==> config.mk <==
export PLATFORM = sky130hd
export DESIGN_NAME = vector_load_unit
export DESIGN_NICKNAME = d
export VERILOG_FILES = /design/src/rtl/vector_load_unit.sv
export SDC_FILE = /design/constraint.sdc
export NUM_CORES = 1
export LEC_CHECK = 0
export ABC_AREA = 1
export CORE_ASPECT_RATIO = 1.1
export CORE_MARGIN = 2
export CORE_UTILIZATION = 29
export CTS_BUF_LIST = sky130_fd_sc_hd__clkbuf_4 sky130_fd_sc_hd__clkbuf_8
export DETAILED_ROUTE_END_ITERATION = 10
export PLACE_DENSITY = 0.5
export SLEW_MARGIN = 15
export SYNTH_ARGS = -nofsm -noshare
export SYNTH_HDL_FRONTEND = slang
export SYNTH_SLANG_ARGS = --single-unit
==> constraint.sdc <==
create_clock -name clk -period 4.96 [get_ports clk]
set_input_delay 1.488 -clock clk [delete_from_list [all_inputs] [get_ports clk]]
set_output_delay 1.488 -clock clk [all_outputs]
set_load 0.005 [all_outputs]
==> src/rtl/vector_load_unit.sv <==
// vector_load_unit
//
// Multi-cycle vector load engine. A start request in IDLE captures a base
// address and a destination register. The unit then reads LANES consecutive
// bytes from a registered byte-wide RAM, one address per cycle, and packs them
// into one vector (lane 0 in the least significant byte). It finishes with a
// single one-cycle write-back to the vector register file.
//
// Ports
//   clk             system clock, rising-edge active
//   reset           synchronous, active-low reset
//   start           load request, only honoured in IDLE
//   base_address    address of lane 0, captured with start
//   rd_in           destination vector register, captured with start
//   mem_read_en     high while a RAM address is being issued
//   mem_address     RAM read address, wraps modulo 2^ADDR_WIDTH
//   mem_q           RAM read data, valid one cycle after its address
//   busy / stall    high in every non-IDLE state
//   vector_wre_out  one-cycle register-file write enable
//   vector_rd_out   destination register, valid with vector_wre_out
//   vector_data_out assembled vector, held until the next load completes
//   done            one-cycle completion pulse, coincident with write-back

module vector_load_unit #(
  parameter int LANES      = 16,
  parameter int LANE_WIDTH = 8,
  parameter int ADDR_WIDTH = 12
) (
  input  logic                          clk,
  input  logic                          reset,
  input  logic                          start,
  input  logic [ADDR_WIDTH-1:0]         base_address,
  input  logic [4:0]                    rd_in,
  output logic                          mem_read_en,
  output logic [ADDR_WIDTH-1:0]         mem_address,
  input  logic [LANE_WIDTH-1:0]         mem_q,
  output logic                          busy,
  output logic                          stall,
  output logic                          vector_wre_out,
  output logic [4:0]                    vector_rd_out,
  output logic [LANES*LANE_WIDTH-1:0]   vector_data_out,
  output logic                          done
);

  localparam int CNT_WIDTH = (LANES > 1) ? $clog2(LANES) : 1;
  localparam logic [CNT_WIDTH-1:0] LAST_CNT = CNT_WIDTH'(LANES - 1);

  typedef enum logic [1:0] {
    IDLE,
    FETCH,
    DRAIN,
    WRITE
  } state_t;

  state_t state;
  state_t state_next;

  logic [CNT_WIDTH-1:0]  cnt;
  logic [ADDR_WIDTH-1:0] base_reg;
  logic [4:0]            rd_reg;

  // Assembly buffer, kept apart from vector_data_out so an in-flight load
  // never disturbs the vector delivered by the previous load.
  logic [LANE_WIDTH-1:0] lane_buf [LANES];

  always_ff @(posedge clk) begin
    if (!reset) begin
      state <= IDLE;
    end else begin
      state <= state_next;
    end
  end

  // Every output is decoded from the state register and captured registers
  // only, so nothing combinational leaks from start or mem_q to an output.
  always_comb begin
    state_next     = state;
    mem_read_en    = 1'b0;
    mem_address    = '0;
    busy           = 1'b0;
    stall          = 1'b0;
    vector_wre_out = 1'b0;
    done           = 1'b0;
    vector_rd_out  = '0;
    case (state)
      IDLE: begin
        if (start) begin
          state_next = FETCH;
        end
      end
      FETCH: begin
        mem_read_en = 1'b1;
        mem_address = base_reg + ADDR_WIDTH'(cnt);
        busy        = 1'b1;
        stall       = 1'b1;
        if (cnt == LAST_CNT) begin
          state_next = DRAIN;
        end
      end
      DRAIN: begin
        busy       = 1'b1;
        stall      = 1'b1;
        state_next = WRITE;
      end
      WRITE: begin
        busy           = 1'b1;
        stall          = 1'b1;
        vector_wre_out = 1'b1;
        done           = 1'b1;
        vector_rd_out  = rd_reg;
        state_next     = IDLE;
      end
      default: begin
        state_next = IDLE;
      end
    endcase
  end

  // Datapath. The RAM is registered, so the byte returned in a FETCH cycle
  // belongs to the address issued one cycle earlier (lane cnt-1). The last
  // lane arrives during DRAIN and goes straight into the output vector, which
  // is therefore already valid when WRITE raises the write enable.
  always_ff @(posedge clk) begin
    if (!reset) begin
      cnt             <= '0;
      base_reg        <= '0;
      rd_reg          <= '0;
      vector_data_out <= '0;
      for (int i = 0; i < LANES; i++) begin
        lane_buf[i] <= '0;
      end
    end else begin
      case (state)
        IDLE: begin
          if (start) begin
            base_reg <= base_address;
            rd_reg   <= rd_in;
            cnt      <= '0;
          end
        end
        FETCH: begin
          cnt <= cnt + 1'b1;
          if (cnt != '0) begin
            lane_buf[cnt - 1'b1] <= mem_q;
          end
        end
        DRAIN: begin
          for (int i = 0; i < LANES - 1; i++) begin
            vector_data_out[i*LANE_WIDTH +: LANE_WIDTH] <= lane_buf[i];
          end
          vector_data_out[(LANES-1)*LANE_WIDTH +: LANE_WIDTH] <= mem_q;
        end
        default: begin
        end
      endcase
    end
  end

endmodule

Figure 1. Supply network.
Scale bar: 50 µm. Pins as bars on the die edge.
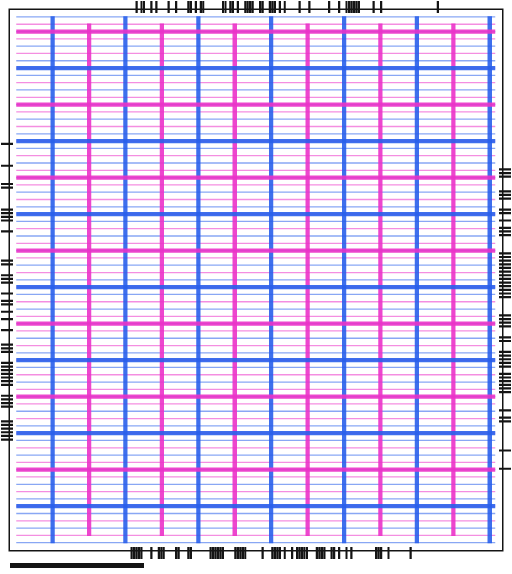
[blue] VSS
[magenta] VDD
signal pins: 178
met4 straps: 13
met5 straps: 14
rows: 72
met1 rails: 73
worst ir drop on vdd: 0.242 mV
floorplan die width: 183 µm

Figure 2. Cells coloured by class.
Scale bar: 50 µm.
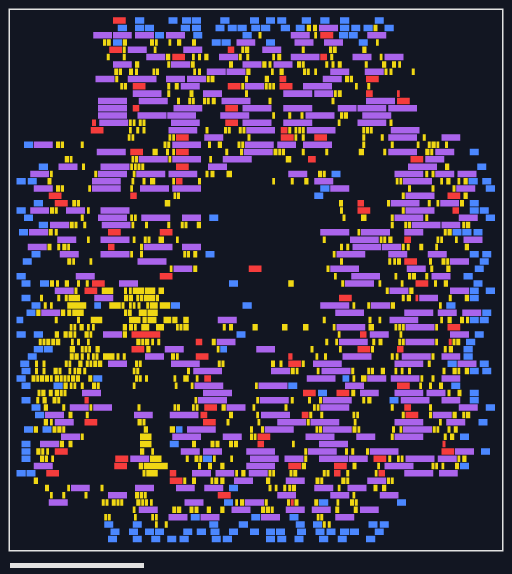
[red] clock drivers and dummy loads | cells: 88 | share of their area: 7.9%
[purple] flops | cells: 271 | share of their area: 52%
[yellow] combinational and other logic | cells: 746 | share of their area: 26%
[blue] other buffers and delay cells | cells: 181 | share of their area: 14%

==> flow_summary_export.csv <==
group,metric,value,unit
pwr,cellLeakagePower,5.45,nW
yosys,netlist_logic_family_top,"simple AND/OR/NAND/NOR gates",
cts,cts-htree-levels,2,
sta,worstMarginPinSlew,1.01,ns
cts,tritoncts.num_buffers,47,
setup_path,rr_worst_depth,7,
setup_path,end_kind,"output pin",
global_route,groute.layer.met2.usage,25.5,%
sta,timing.final.crit_share,82.9,%
yosys,synth.top_cell.area_share,35.2,%
die,die_area,36900,µm²
detailed_routing,vias_per_cell,4.46,
sta,max_freq,243,MHz
yosys,simple_gate_area_share,19.4,%
cells_and_area,sequential_cell_area,6630,µm²
global_route,grt_start_max_net_pins,101,
cts,cts_num_sinks,271,
sta,finalHoldViolations,0,
yosys,number_of_enable_flip_flop_cells,120,
global_route,antenna_violations_before_repair,0,
cells_and_area,layout.cell_area.non_filler,13300,µm²
yosys,ys_cells,1078,
yosys,yosys.stat.seqShare,64.7,%
setup_path,timing.critical_path.arrival,2.63,ns
yosys,netlist.top_cell.by_instances,"nor2_1",
flow_run,tool_warnings,36,
yosys,area_leaders,"edfxtp_1 35%, dfxtp_1 29%, nor2_1 15%",
place,routabilityCongestion,0.810,
sta,setup_total_negative_slack,0,ns
yosys,synth.area.mux_share,0,%
cts,holdBufCountCts,0,
cells_and_area,logic_area,3140,µm²
yosys,number_of_distinct_library_cell_variants_in_the_gate_level_netlist_after_synthesis,25,
setup_path,worst-path-max-fanout,5,
cells_and_area,stdcell_count,1730,
sta,finalWorstPathRequiredPeriod,4.11,ns
detailed_routing,drt_first_pass_iters,5,
yosys,post_synth_instance_area,10200,µm²
yosys,syn-num-nets,1121,
yosys,count_of_state_elements_after_synthesis,271,
sta,setup_viol_count_final,0,
pwr,power.total,0.00690,W
place,post-place-cells,1642,
global_route,grt_busiest_layer,"met2",
setup_path,r2r_setup_slack,2.25,ns
yosys,synth_xor_xnor_area_share,0.256,%
place,dp_hpwl,17.3,mm
worst_hold_path,whs_path_depth,2,
setup_path,critical_path_required,3.47,ns
worst_hold_path,timing.hold.worst_endpoint,"vector_data_out[75]",
die,num_io_pins,178,
detailed_routing,route.detailed.drc,0,
place,detailedPlace.worstSlack,1.41,ns
global_route,grt_pass1_wl,42.8,mm
cells_and_area,flow.area_growth_from_synthesis,29.7,%
die,initial_core_util,29.3,%
cells_and_area,largest_register_ffs,128,
detailed_routing,met2_wirelength,13.5,mm
sta,hold-worst-slack,0.472,ns
place,placedInstanceArea,12300,µm²
run_status,run_status,"finished clean",
cells_and_area,utilization,38.0,%
flow_run,timing.max_cap.violations,0,
setup_path,crit_type,"reg2out",
yosys,yosys-stat-area,10200,µm²
detailed_routing,vias,7714,
place,port_buffers,177,
yosys,synth_async_sr_flop_share,0,%
Figure 3. Clock network drawn from the DEF.
Scale bar: 50 µm.
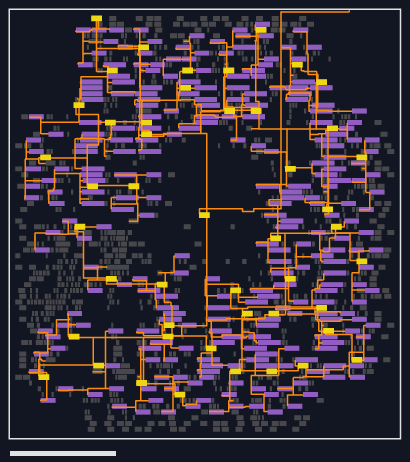
[yellow] clock drivers | count: 47
[orange] clock wires | length: 3,890 µm
[purple] flip-flops | count: 271
routed clock nets: 48
flops lie: spread over the die

Figure 4. Wiring by layer.
Only two layers are drawn.
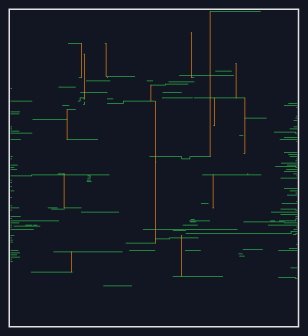
[orange] metal 4 | wire length: 469 µm
[green] metal 3 | wire length: 1,450 µm
routed len/inst: 16.1 µm
GRT Overall Usage: 15.0%

where the power goes:
part | leakage (nW) | switching (W) | internal, W | total [W]
Combinational | 2.44 | 0.000935 | 0.000868 | 0.00180
Clock | 0.535 | 0.000902 | 0.00123 | 0.00213
Sequential | 2.48 | 0.000222 | 0.00274 | 0.00296
critical path: stages, from the launching register on:
cell             delay, ns
dfxtp_1               0.35
ha_1                  0.26
fa_1                  0.41
nand3_1               0.12
nand2_1               0.09
nand2_1               0.09
nand2_1               0.07
a21oi_1               0.15
clkdlybuf4s50_1       0.51
logic make-up (layout without fill, tap and decap cells):
logic type      after synthesis  in the layout
simple gates                503            503
buf+inv                     104            312
compound gates              182            182
flops                       271            271
xor+xnor                      3              3
fa+ha+maj                    15             15
worst max path at each step:
stage | slack [ns] | endpoint | cells after the start | start
global route | 0.63 | mem_address[6] | 8 | cnt[0]
CTS | 0.77 | mem_address[8] | 8 | cnt[0]
finish | 0.85 | mem_address[8] | 8 | cnt[0]
floorplan | 2.06 | mem_address[8] | 7 | cnt[0]
global placement | 1.44 | mem_address[8] | 8 | cnt[0]
detailed placement | 1.41 | mem_address[8] | 8 | cnt[0]
cell usage in the layout, fill, tap and decap left out, drive strengths merged:
master and instances:
nand3 14, nand2 71, nor3 7, clkinvlp 1, clkbuf 77, nor2 410, xor2 2, inv 44
clkdlybuf4s50 176, dfxtp 151, o32ai 1, bufinv 1, buf 5, o21ai 153, or2 1, clkinv 8
edfxtp 120, a31o 1, ha 14, a21oi 27, fa 1, xnor2 1
layout make-up:
type                       count  area share, %
sequential                   271           49.9
clock inverter                11          0.602
inverter                      43           1.23
timing repair buffer         181           13.5
tap                          444           4.18
clock buffer                  77           6.94
multi-input combinational    703           23.7
Power is estimated from default activity; no workload was simulated.
